===== src/rtl/exe_mem_access_ctrl.sv =====
// MEM-stage data-bus access controller: turns the EXE/MEM load/store into one
// SRAM-like bus transaction, stalls the pipe while it is in flight, and aligns load data.
module exe_mem_access_ctrl (
    input  logic        clk,
    input  logic        rst_n,
    input  logic        wmem,
    input  logic [3:0]  load_type,
    input  logic [3:0]  store_type,
    input  logic [31:0] addr,
    input  logic [31:0] wdata,
    input  logic [3:0]  byte_valid,
    input  logic        exc_block,
    input  logic        flush,
    input  logic        pipe_adv,
    output logic        data_req,
    output logic        data_wr,
    output logic [1:0]  data_size,
    output logic [31:0] data_addr,
    output logic [3:0]  data_wstrb,
    output logic [31:0] data_wdata,
    input  logic        data_addr_ok,
    input  logic        data_data_ok,
    input  logic [31:0] data_rdata,
    output logic        mem_stall,
    output logic [31:0] load_result,
    output logic        load_valid
);

    localparam logic [3:0] LT_NONE = 4'b0000;
    localparam logic [3:0] LT_LW   = 4'b0001;
    localparam logic [3:0] LT_LH   = 4'b0010;
    localparam logic [3:0] LT_LHU  = 4'b0011;
    localparam logic [3:0] LT_LB   = 4'b0100;
    localparam logic [3:0] LT_LBU  = 4'b0101;

    localparam logic [3:0] ST_SW   = 4'b0001;
    localparam logic [3:0] ST_SH   = 4'b0010;
    localparam logic [3:0] ST_SB   = 4'b0100;

    typedef enum logic [1:0] {
        IDLE = 2'd0,
        REQ  = 2'd1,
        WAIT = 2'd2,
        DONE = 2'd3
    } state_t;

    state_t      state_reg;
    state_t      state_next;
    logic        cancel_reg;
    logic        cancel_next;
    logic [3:0]  ltype_reg;

    logic        access;
    logic        capture;
    logic        cancelled_now;
    logic        load_done;

    logic [1:0]  size_in;
    logic [31:0] wdata_in;
    logic [31:0] wdata_sb;
    logic [31:0] wdata_sh;

    logic [7:0]  rd_byte [4];
    logic [15:0] rd_half [2];
    logic [7:0]  lane_byte;
    logic [15:0] lane_half;
    logic [31:0] load_ext;

    assign access  = (wmem | (load_type != LT_NONE)) & ~exc_block & ~flush;
    assign capture = (state_reg == IDLE) & access;

    // A flush arriving together with the data phase still counts as a cancel.
    assign cancelled_now = cancel_reg | flush;
    assign load_done     = (state_reg == WAIT) & data_data_ok & ~cancelled_now
                         & (ltype_reg != LT_NONE);

    // Byte/halfword replication of store data and lane split of read data.
    for (genvar gi = 0; gi < 4; gi++) begin : g_byte_lane
        assign wdata_sb[8*gi +: 8] = wdata[7:0];
        assign rd_byte[gi]         = data_rdata[8*gi +: 8];
    end

    for (genvar gi = 0; gi < 2; gi++) begin : g_half_lane
        assign wdata_sh[16*gi +: 16] = wdata[15:0];
        assign rd_half[gi]           = data_rdata[16*gi +: 16];
    end

    // Access attributes for the instruction currently presented by EXE/MEM.
    always_comb begin
        size_in  = 2'd0;
        wdata_in = 32'd0;
        if (wmem) begin
            case (store_type)
                ST_SW: begin
                    size_in  = 2'd2;
                    wdata_in = wdata;
                end
                ST_SH: begin
                    size_in  = 2'd1;
                    wdata_in = wdata_sh;
                end
                ST_SB: begin
                    size_in  = 2'd0;
                    wdata_in = wdata_sb;
                end
                default: begin
                    size_in  = 2'd2;
                    wdata_in = wdata;
                end
            endcase
        end else begin
            case (load_type)
                LT_LW:         size_in = 2'd2;
                LT_LH, LT_LHU: size_in = 2'd1;
                default:       size_in = 2'd0;
            endcase
        end
    end

    // Load alignment uses the latched address, not the live pipeline input.
    always_comb begin
        lane_byte = rd_byte[data_addr[1:0]];
        lane_half = rd_half[data_addr[1]];
        load_ext  = data_rdata;
        case (ltype_reg)
            LT_LW:   load_ext = data_rdata;
            LT_LH:   load_ext = {{16{lane_half[15]}}, lane_half};
            LT_LHU:  load_ext = {16'd0, lane_half};
            LT_LB:   load_ext = {{24{lane_byte[7]}}, lane_byte};
            LT_LBU:  load_ext = {24'd0, lane_byte};
            default: load_ext = data_rdata;
        endcase
    end

    always_comb begin
        state_next  = state_reg;
        cancel_next = cancel_reg;
        case (state_reg)
            IDLE: begin
                if (access) begin
                    state_next = REQ;
                end
            end
            REQ: begin
                if (flush) begin
                    cancel_next = 1'b1;
                end
                if (data_addr_ok) begin
                    state_next = WAIT;
                end
            end
            WAIT: begin
                if (flush) begin
                    cancel_next = 1'b1;
                end
                if (data_data_ok) begin
                    cancel_next = 1'b0;
                    state_next  = cancelled_now ? IDLE : DONE;
                end
            end
            DONE: begin
                if (pipe_adv | flush) begin
                    state_next = IDLE;
                end
            end
            default: begin
                state_next  = IDLE;
                cancel_next = 1'b0;
            end
        endcase
    end

    always_ff @(posedge clk or negedge rst_n) begin
        if (!rst_n) begin
            state_reg  <= IDLE;
            cancel_reg <= 1'b0;
        end else begin
            state_reg  <= state_next;
            cancel_reg <= cancel_next;
        end
    end

    // Bus attributes are latched once at issue and held through the whole transaction.
    always_ff @(posedge clk or negedge rst_n) begin
        if (!rst_n) begin
            data_wr    <= 1'b0;
            data_size  <= 2'd0;
            data_addr  <= 32'd0;
            data_wstrb <= 4'd0;
            data_wdata <= 32'd0;
            ltype_reg  <= LT_NONE;
        end else if (capture) begin
            data_wr    <= wmem;
            data_size  <= size_in;
            data_addr  <= addr;
            data_wstrb <= wmem ? byte_valid : 4'd0;
            data_wdata <= wdata_in;
            ltype_reg  <= wmem ? LT_NONE : load_type;
        end
    end

    always_ff @(posedge clk or negedge rst_n) begin
        if (!rst_n) begin
            load_result <= 32'd0;
            load_valid  <= 1'b0;
        end else begin
            if (load_done) begin
                load_result <= load_ext;
            end
            load_valid <= (state_next == DONE) & (ltype_reg != LT_NONE);
        end
    end

    assign data_req = (state_reg == REQ);

    // Gated by rst_n so that a reset asserted mid-cycle drops the stall at once.
    assign mem_stall = rst_n & (capture | (state_reg == REQ) | (state_reg == WAIT));

endmodule


===== config.mk =====
export PLATFORM = sky130hd
export DESIGN_NAME = exe_mem_access_ctrl
export DESIGN_NICKNAME = d
export VERILOG_FILES = /design/src/rtl/exe_mem_access_ctrl.sv
export SDC_FILE = /design/constraint.sdc
export NUM_CORES = 1
export LEC_CHECK = 0
export ABC_AREA = 1
export ABC_CLOCK_PERIOD_IN_PS = 1600
export CAP_MARGIN = 20
export CORE_UTILIZATION = 40
export DETAILED_ROUTE_END_ITERATION = 8
export PLACE_DENSITY = 0.85
export SYNTH_ARGS = -nofsm -noshare
export SYNTH_HDL_FRONTEND = slang
export SYNTH_SLANG_ARGS = --single-unit

===== constraint.sdc =====
create_clock -name clk -period 1.6 [get_ports clk]
set_input_delay 0.32 -clock clk [delete_from_list [all_inputs] [get_ports clk]]
set_output_delay 0.32 -clock clk [all_outputs]
set_load 0.02 [all_outputs]

==> run_1/ff_map.png <==
Bar = 20 microns. Other sequential cells in the stronger grey, the rest of the logic in the fainter grey.
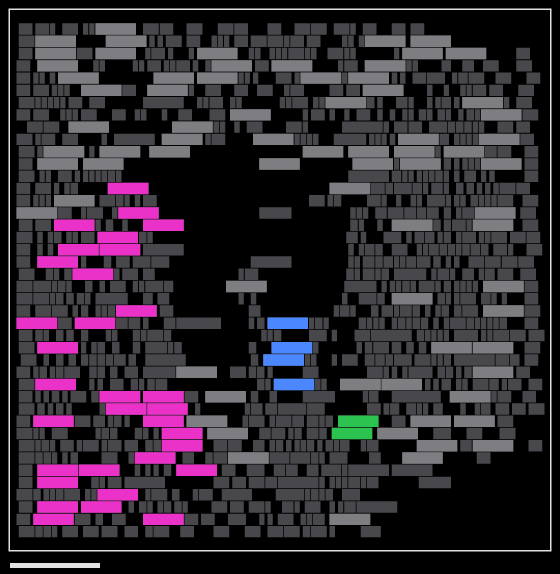
| name in the netlist | colour | sequential cells |
|---|---|---|
| `state_reg` | green | 2 |
| `ltype_reg` | blue | 4 |
| `data_wdata` | magenta | 32 |

==> run_1/clock_nets.png <==
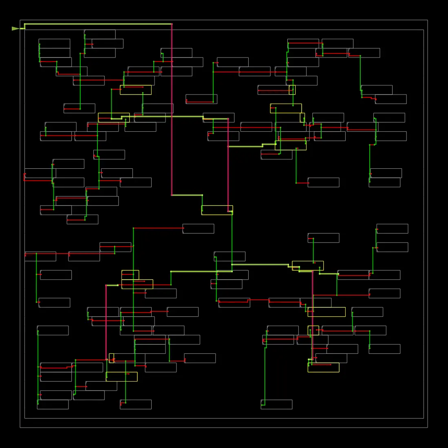
clk sink count: 111
clock skew: 0.00866 ns

==> run_1/clock_wires.png <==
Bar = 20 microns.
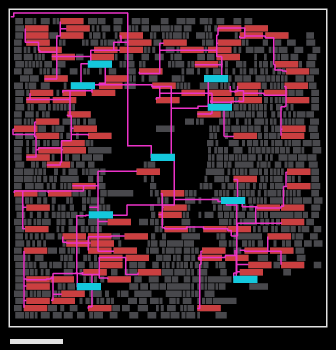
[clock wires] magenta | length: 1300 microns
[clock-net drivers] cyan | count: 9
[flip-flops] red | count: 111
routed clock nets: 10

==> run_1/layers.png <==
Bar = 20 microns. Only two layers are drawn.
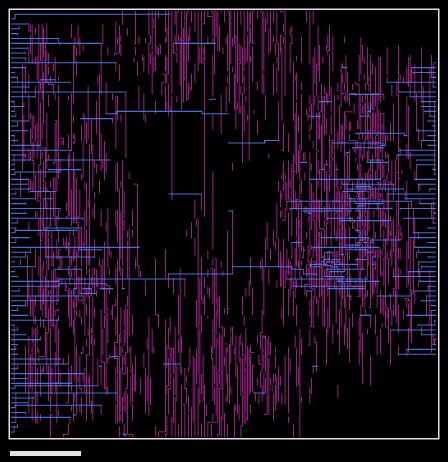
| layer | colour | wire length |
|---|---|---|
| M3 | blue | 1710 microns |
| M2 | magenta | 8630 microns |

==> impl_metrics.csv, run 1 <==
group,metric,value,unit
detailed_routing,drt_iter0_drc,695,
worst_setup_path,cp.required,1.84,ns
detailed_routing,via_count,5885,
detailed_routing,firstDrtPassIters,6,
status,status,"finished, violations left",
worst_setup_path,path_cells,"inv_2, ha_4, buf_6, nand3_4, nor2_8, buf_12, buf_8, nand3_2, nor2_2, nor2_1",
timing,tns,-1.37,ns
detailed_routing,wl_met3,1.71,mm
timing,setup_viol,26,
synthesis,fp_nets,843,
global_route,globalRouteTotalUtil,0.245,
detailed_routing,antenna_left,0,
detailed_routing,wl_met2,8.63,mm
synthesis,ys_area,5550,sq um
clock_network,cts_max_level,3,
final_layout,largestRegisters,"data_addr: 32 flops, data_wdata: 32 flops, load_result: 32 flops",
detailed_routing,highest-signal-layer,"met4",
status,violations,"setup timing",
place,place.gp.congestion,0.935,
synthesis,ys.flops,111,
detailed_routing,remaining_drc_errors,0,
synthesis,ff_type,"dfrtp_1",
worst_setup_path,arrival,1.97,ns
power,finalPower,15.0,mW
final_layout,syn2layout_area_growth,58.5,%
power,p_per_area,1710,nW/um^2
power,leakagePower,4.52,nW
synthesis,synth_top_cell_by_count,"nand2_1",
detailed_routing,postRouteWirelength,18.0,mm
clock_network,clk_pin_slew,0.07,ns
clock_network,cts_tree,"built",
floorplanning,dieArea,14400,sq um
clock_network,cts_root_buf,"clkbuf_16",
final_layout,drive_gt1_frac,0.153,
global_route,grt_max_degree,112,
timing,fin_ws,-0.128,ns
floorplanning,fp_util,0.414,
timing,hold_violations,0,
final_layout,final_core_util,0.657,
worst_setup_path,path_class,"flop to flop",
## run 1: layer usage
layer	up-vias	track usage
met5	-	0
met4	0	0.106
met3	53	0.0751
met2	312	0.411
met1	2709	0.289
li1	2811	-
## run 1: worst paths after layout
path                                                 from                         end  slack, ns  cells after the start
worst max-delay path               state_reg[0]$_DFF_PN0_  load_result[9]$_DFFE_PN0P_      -0.13                     10
worst min-delay path                                rst_n  load_result[5]$_DFFE_PN0P_        0.1                      2
worst max register to register     state_reg[0]$_DFF_PN0_  load_result[9]$_DFFE_PN0P_      -0.13                     10
worst min register to register  data_addr[25]$_DFFE_PN0P_   data_addr[25]$_DFFE_PN0P_       0.47                      2
max in group asynchronous                           rst_n   data_addr[24]$_DFFE_PN0P_       1.08                      2
min in group clk                data_addr[25]$_DFFE_PN0P_   data_addr[25]$_DFFE_PN0P_       0.47                      2
## run 1: repair_timing
action | 4_1_cts | 5_1_grt
pin swaps | 5 | 45
gates cloned | 1 | 4
setup buffers | 1 | 9
gates resized | 121 | 71
setup endpoints to repair | 211 | 111
## run 1: cell families (layout without fill, tap and decap cells)
group	count (synthesis)	in the layout	share of synthesized area
AND/OR/NAND/NOR	439	440	0.334
buffers and inverters	85	350	0.0773
AND-OR/OR-AND	82	82	0.0777
flip-flops	111	111	0.500
adder cells (fa/ha/maj)	5	5	0.0113
## run 1: cell type report
cell class / count / area, sq um
multi-input cells: 527 / 2570
inverters: 51 / 193
flip-flops and latches: 111 / 2780
repair buffers: 284 / 2750
clock inverters: 3 / 43.8
well taps: 176 / 220
fillers: 1119 / 4600
clock buffers: 12 / 246
## run 1: cells in the final DEF (no fill, tap or decap), types with 11 or more instances in the layout
master / synthesis / routed
inv_1: 47 / 45
nand3_2: 5 / 13
buf_4: 8 / 44
dfrtp_1: 111 / 111
nor2_2: 1 / 23
o21ai_1: 42 / 40
nand3_1: 75 / 65
dlygate4sd2_1: 0 / 103
o21ai_0: 31 / 27
clkbuf_16: 0 / 11
clkdlybuf4s50_1: 0 / 114
nor2_1: 128 / 104
nand2_1: 217 / 213
## run 1: where the power goes
| part | leakage [nW] | switching (mW) | internal [mW] |
|---|---|---|---|
| combinational | 2.94 | 4.77 | 3.07 |
| clock | 0.143 | 0.966 | 1.25 |
| sequential | 1.44 | 0.814 | 4.15 |
| total | 4.52 | 6.55 | 8.47 |
## run 1: worst max-delay path: cells and delay by family (launching register included)
kind	cells	cell delay, ns
buffers and inverters	4	0.49
AND/OR/NAND/NOR	5	0.57
adder cells (fa/ha/maj)	1	0.18
flip-flops	1	0.39
==> run 2: changes to the inputs <==
SKIP_LAST_GASP = 1   (was default)
==> run_2/ff_map.png <==
Bar = 20 microns. Other sequential cells in the stronger grey, the rest of the logic in the fainter grey.
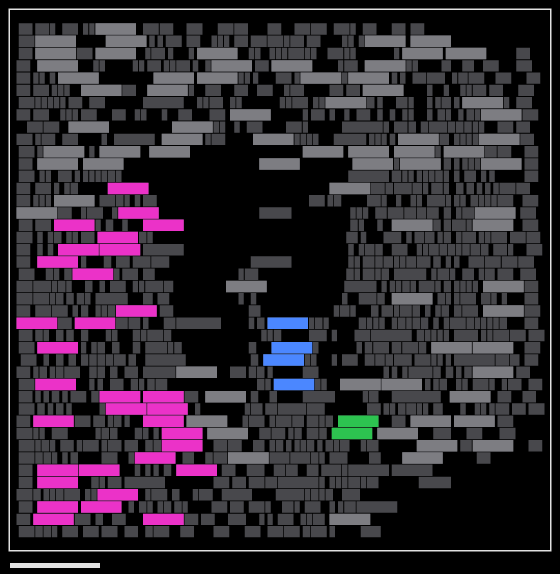
| name in the netlist | colour | sequential cells |
|---|---|---|
| `data_wdata` | magenta | 32 |
| `state_reg` | green | 2 |
| `ltype_reg` | blue | 4 |

==> impl_metrics.csv, run 2 <==
group,metric,value,unit
worst_setup_path,path_cells,"inv_2, ha_4, buf_6, nand3_4, nor2_8, buf_12, buf_8, nand3_2, nor2_2, nor2_1",
clock_network,cts.sinks,111,
final_layout,drive_gt1_frac,0.148,
worst_setup_path,cp.required,1.84,ns
power,peakVddDrop,0.00115,V
final_layout,layout_top_cell,"nand2_1",
worst_setup_path,path_buffers,4,
detailed_routing,viasPerCell,5.06,
power,p_per_area,1710,nW/um^2
status,status,"finished, violations left",
timing,tns,-1.45,ns
worst_setup_path,path_class,"flop to flop",
worst_setup_path,arrival,1.97,ns
floorplanning,dieArea,14400,sq um
timing,rsz0062_at_grt,"true",
detailed_routing,antenna_left,0,
power,leakagePower,4.52,nW
worst_setup_path,cp-startpoint,"state_reg[0]$_DFF_PN0_",
global_route,grt_max_degree,112,
synthesis,synth_top_cell_by_count,"nand2_1",
run,tool_warnings,34,
synthesis,edf_count,0,
timing,setup_viol,26,
detailed_routing,drt_iter0_drc,690,
clock_network,numCtsBuffers,9,
final_layout,syn2layout_area_growth,58.2,%
clock_network,cts_root_buf,"clkbuf_16",
synthesis,netlist.area_leader.share,0.500,
timing,fin_crit_sh,1.08,
synthesis,fp_nets,843,
synthesis,ys.flops,111,
detailed_routing,firstDrtPassIters,8,
clock_network,clk_pin_slew,0.07,ns
worst_setup_path,cpLargestDelayFamily,"simple AND/OR/NAND/NOR gates",
timing,hold_violations,0,
timing,fin_skew,0.00760,ns
clock_network,cts_buffer_depth,2,
clock_network,cts_max_level,3,
worst_setup_path,reg2reg_from,"state_reg[0]$_DFF_PN0_",
clock_network,cts_tree,"built",
place,port_buffers,221,
floorplanning,ios,222,
detailed_routing,remaining_drc_errors,0,
timing,fin_ws,-0.129,ns
status,violations,"setup timing",
place,place.gp.congestion,0.935,
final_layout,largestRegisters,"data_addr: 32 flops, data_wdata: 32 flops, load_result: 32 flops",
worst_setup_path,worst_setup_path_end_kind,"flop",
final_layout,final_cell_mix,"nand2_1 (213), clkdlybuf4s50_1 (114), dfrtp_1 (111), nor2_1 (108), dlygate4sd2_1 (103)",
power,finalPower,15.0,mW
synthesis,ff_type,"dfrtp_1",
floorplanning,fp_util,0.414,
synthesis,ys_area,5550,sq um
==> run_2/layers.png <==
Bar = 20 microns. Only two layers are drawn.
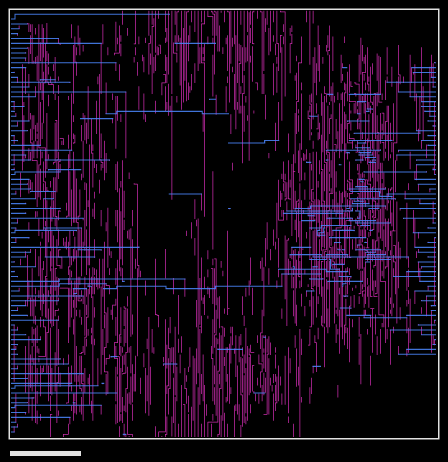
| layer | colour | wire length |
|---|---|---|
| M3 | blue | 1730 microns |
| M2 | magenta | 8600 microns |
WL per Instance: 15.5 microns
via count: 5886
GRT Total Usage: 0.245
Post-Route WL: 18.0 mm

[run 2: cells by family after synthesis]
family | share of synthesized area
adders and majority gates | 0.0113
buffers and inverters | 0.0773
DFF | 0.500
and+or+nand+nor | 0.334
AOI/OAI and AO/OA | 0.0777
[run 2: worst reg2reg max path, stage by stage, from the launching register on]
cell	delay, ns
dfrtp_1	0.39
inv_2	0.13
ha_4	0.18
buf_6	0.11
nand3_4	0.10
nor2_8	0.23
buf_12	0.15
buf_8	0.10
nand3_2	0.07
nor2_2	0.11
nor2_1	0.05
[run 2: layout make-up]
class | instances | area (sq um)
Fill cell | 1121 | 4610
Sequential cell | 111 | 2780
Timing Repair Buffer | 284 | 2750
Multi-Input combinational cell | 527 | 2560
Clock buffer | 12 | 246
Tap cell | 176 | 220
Inverter | 51 | 193
Clock inverter | 3 | 43.8
[run 2: path summary, 6_finish.rpt]
check,endpoint,slack (ns),cells past startpoint
min reg2reg,data_addr[25]$_DFFE_PN0P_,0.47,2
max reg2reg,load_result[9]$_DFFE_PN0P_,-0.13,10
min,load_result[5]$_DFFE_PN0P_,0.1,2
max,load_result[9]$_DFFE_PN0P_,-0.13,10
min in group clk,data_addr[25]$_DFFE_PN0P_,0.47,2
max in group asynchronous,data_addr[24]$_DFFE_PN0P_,1.08,2
[run 2: timing repair]
item                       in CTS  in global routing
pin swaps                       5                 45
resized                       121                 66
setup buffers                   1                  9
setup endpoints to repair     211                111
gates cloned                    1                  4
[run 2: through the flow]
stage               hold WS [ns]   util
floorplan                 0.0244      -
global placement           0.461  0.613
detailed placement         0.464  0.613
CTS                        0.114  0.629
global route               0.139  0.656
finish                    0.0964  0.656
[run 2: metal layers]
metal / vias to the layer above / share of wire / global-route usage
met2: 323 / 0.48 / 0.411
met3: 52 / 0.096 / 0.0751
met4: 0 / 0.034 / 0.106
li1: 2811 / - / -
met5: - / 0 / 0
met1: 2700 / 0.39 / 0.289
[run 2: power breakdown]
group | total (mW) | internal, mW | leakage, nW | switching, mW
Clock | 2.22 | 1.25 | 0.143 | 0.969
Combinational | 7.83 | 3.06 | 2.94 | 4.77
Sequential | 4.95 | 4.15 | 1.44 | 0.804
==> run 3: changes to the inputs <==
DONT_BUFFER_PORTS = 1   (was default)
PLACE_DENSITY = 0.63   (was 0.85)
==> run_3/clock_nets.png <==
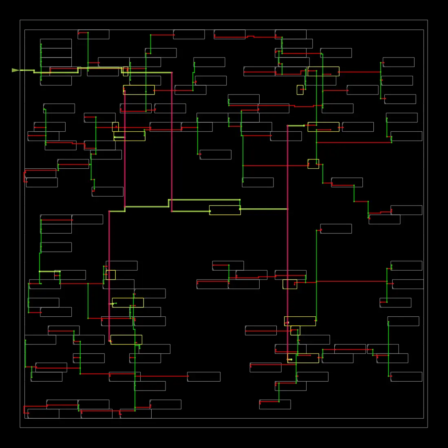
clock buffers: 10
clk pwr: 2.16 mW

==> run_3/layers.png <==
Bar = 20 microns. Only two layers are drawn.
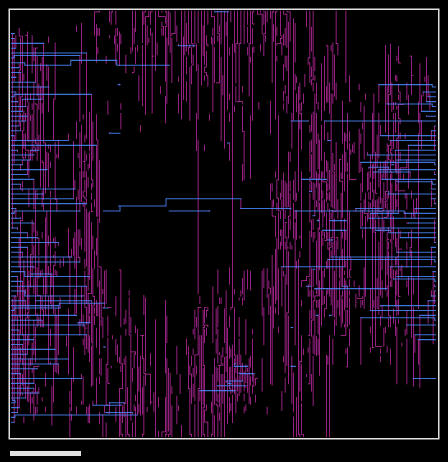
| layer | colour | wire length |
|---|---|---|
| M3 | blue | 1570 microns |
| M2 | magenta | 8160 microns |
via count: 4875
GRT Total Usage: 0.219
WL per Instance: 17.4 microns
Post-Route WL: 16.0 mm

==> impl_metrics.csv, run 3 <==
group,metric,value,unit
worst_setup_path,worst_setup_path_end_kind,"output port",
clock_network,numCtsBuffers,9,
timing,hold_violations,111,
status,status,"finished, violations left",
detailed_routing,viasPerCell,5.28,
worst_setup_path,r2r_cells,10,
timing,setup_viol,29,
worst_setup_path,critical_path.endpoint,"mem_stall",
timing,tns,-1.93,ns
final_layout,layout_top_cell,"nand2_1",
detailed_routing,antenna_left,0,
final_layout,drive_gt1_frac,0.161,
place,place.gp.congestion,0.888,
worst_setup_path,reg2reg_to,"load_result[17]$_DFFE_PN0P_",
power,leakagePower,3.21,nW
clock_network,cts_buffer_depth,2,
synthesis,ys.flops,111,
final_layout,largestRegisters,"data_addr: 32 flops, data_wdata: 32 flops, load_result: 32 flops",
timing,fin_ws,-0.170,ns
worst_setup_path,reg2reg_from,"state_reg[0]$_DFF_PN0_",
timing,rsz0062_at_grt,"true",
floorplanning,ios,222,
detailed_routing,firstDrtPassIters,5,
final_layout,seq_area,2780,sq um
run,tool_warnings,36,
worst_setup_path,cp-startpoint,"state_reg[1]$_DFF_PN0_",
clock_network,cts_max_level,3,
worst_setup_path,path_class,"flop to output port",
final_layout,n_fill_cell,1313,
timing,fin_crit_sh,1.11,
place,port_buffers,0,
clock_network,cts_tree,"built",
worst_setup_path,cp.required,1.28,ns
synthesis,netlist.area_leader.share,0.500,
floorplanning,fp_util,0.414,
global_route,grt_max_degree,113,
synthesis,ys_area,5550,sq um
detailed_routing,remaining_drc_errors,0,
status,violations,"hold timing, setup timing",
power,p_per_area,1980,nW/um^2
timing,fin_skew,0.00738,ns
synthesis,synth_top_cell_by_count,"nand2_1",
synthesis,fp_nets,843,
floorplanning,core,13400,sq um
floorplanning,dieArea,14400,sq um
worst_setup_path,r2r_slack,-0.17,ns
timing,whs,-0.341,ns
synthesis,ff_type,"dfrtp_1",
final_layout,syn2layout_area_growth,17.3,%
-- run 3: cell counts after synthesis --
No cell type changed its count.
-- run 3: worst min path at each step --
stage	startpoint	endpoint	slack, ns	depth (start not counted)
2_1_floorplan	rst_n	cancel_reg$_DFFE_PN0P_	0.02	0
3_3_place_gp	rst_n	load_result[9]$_DFFE_PN0P_	0.03	0
6_report	rst_n	load_result[10]$_DFFE_PN0P_	-0.34	0
3_5_place_dp	rst_n	load_result[9]$_DFFE_PN0P_	0.03	0
5_1_grt	rst_n	load_result[9]$_DFFE_PN0P_	-0.36	0
4_1_cts	rst_n	state_reg[1]$_DFF_PN0_	-0.36	0
-- run 3: final cells by class --
class | instances | area share
clock buffers | 10 | 0.0352
clock inverters | 6 | 0.00692
inverters | 51 | 0.0303
multi-input cells | 528 | 0.397
flip-flops and latches | 111 | 0.427
well taps | 176 | 0.0338
repair buffers | 41 | 0.0705
-- run 3: logic make-up (layout without fill, tap and decap cells) --
group,Yosys count,count (layout),synth area share
and+or+nand+nor,439,441,0.334
DFF,111,111,0.500
buffers and inverters,85,108,0.0773
AOI/OAI and AO/OA,82,82,0.0777
adders and majority gates,5,5,0.0113
-- run 3: per-stage QoR --
stage	utilization	cell area, sq um	power (mW)	hold slack, ns
floorplan	-	5570	9.19	0.0244
global placement	0.437	5850	10.3	0.0274
detailed placement	0.437	5850	10.4	0.0265
CTS	0.461	6180	12.7	-0.357
global route	0.486	6510	13.7	-0.364
finish	0.486	6510	12.9	-0.341
-- run 3: layer usage --
layer	vias to the layer above	GRT usage	wire length, microns
li1	2330	-	-
met1	2304	0.249	5940
met2	214	0.375	8160
met3	27	0.0775	1570
met4	0	0.0891	371
met5	-	0	0
-- run 3: report_power, final --
part	internal, mW	switching [mW]	total (mW)
Combinational	1.49	2.45	3.94
Sequential	4.13	2.66	6.80
Clock	1.07	1.09	2.16
Total	6.69	6.20	12.9
-- run 3: timing repair --
item | in CTS | in global routing
setup endpoints to repair | 25 | 55
gates cloned | 0 | 4
pin swaps | 1 | 40
hold endpoints to repair | 111 | 111
resized | 11 | 58
setup buffers | 1 | 6
Power and IR drop assume default switching activity.
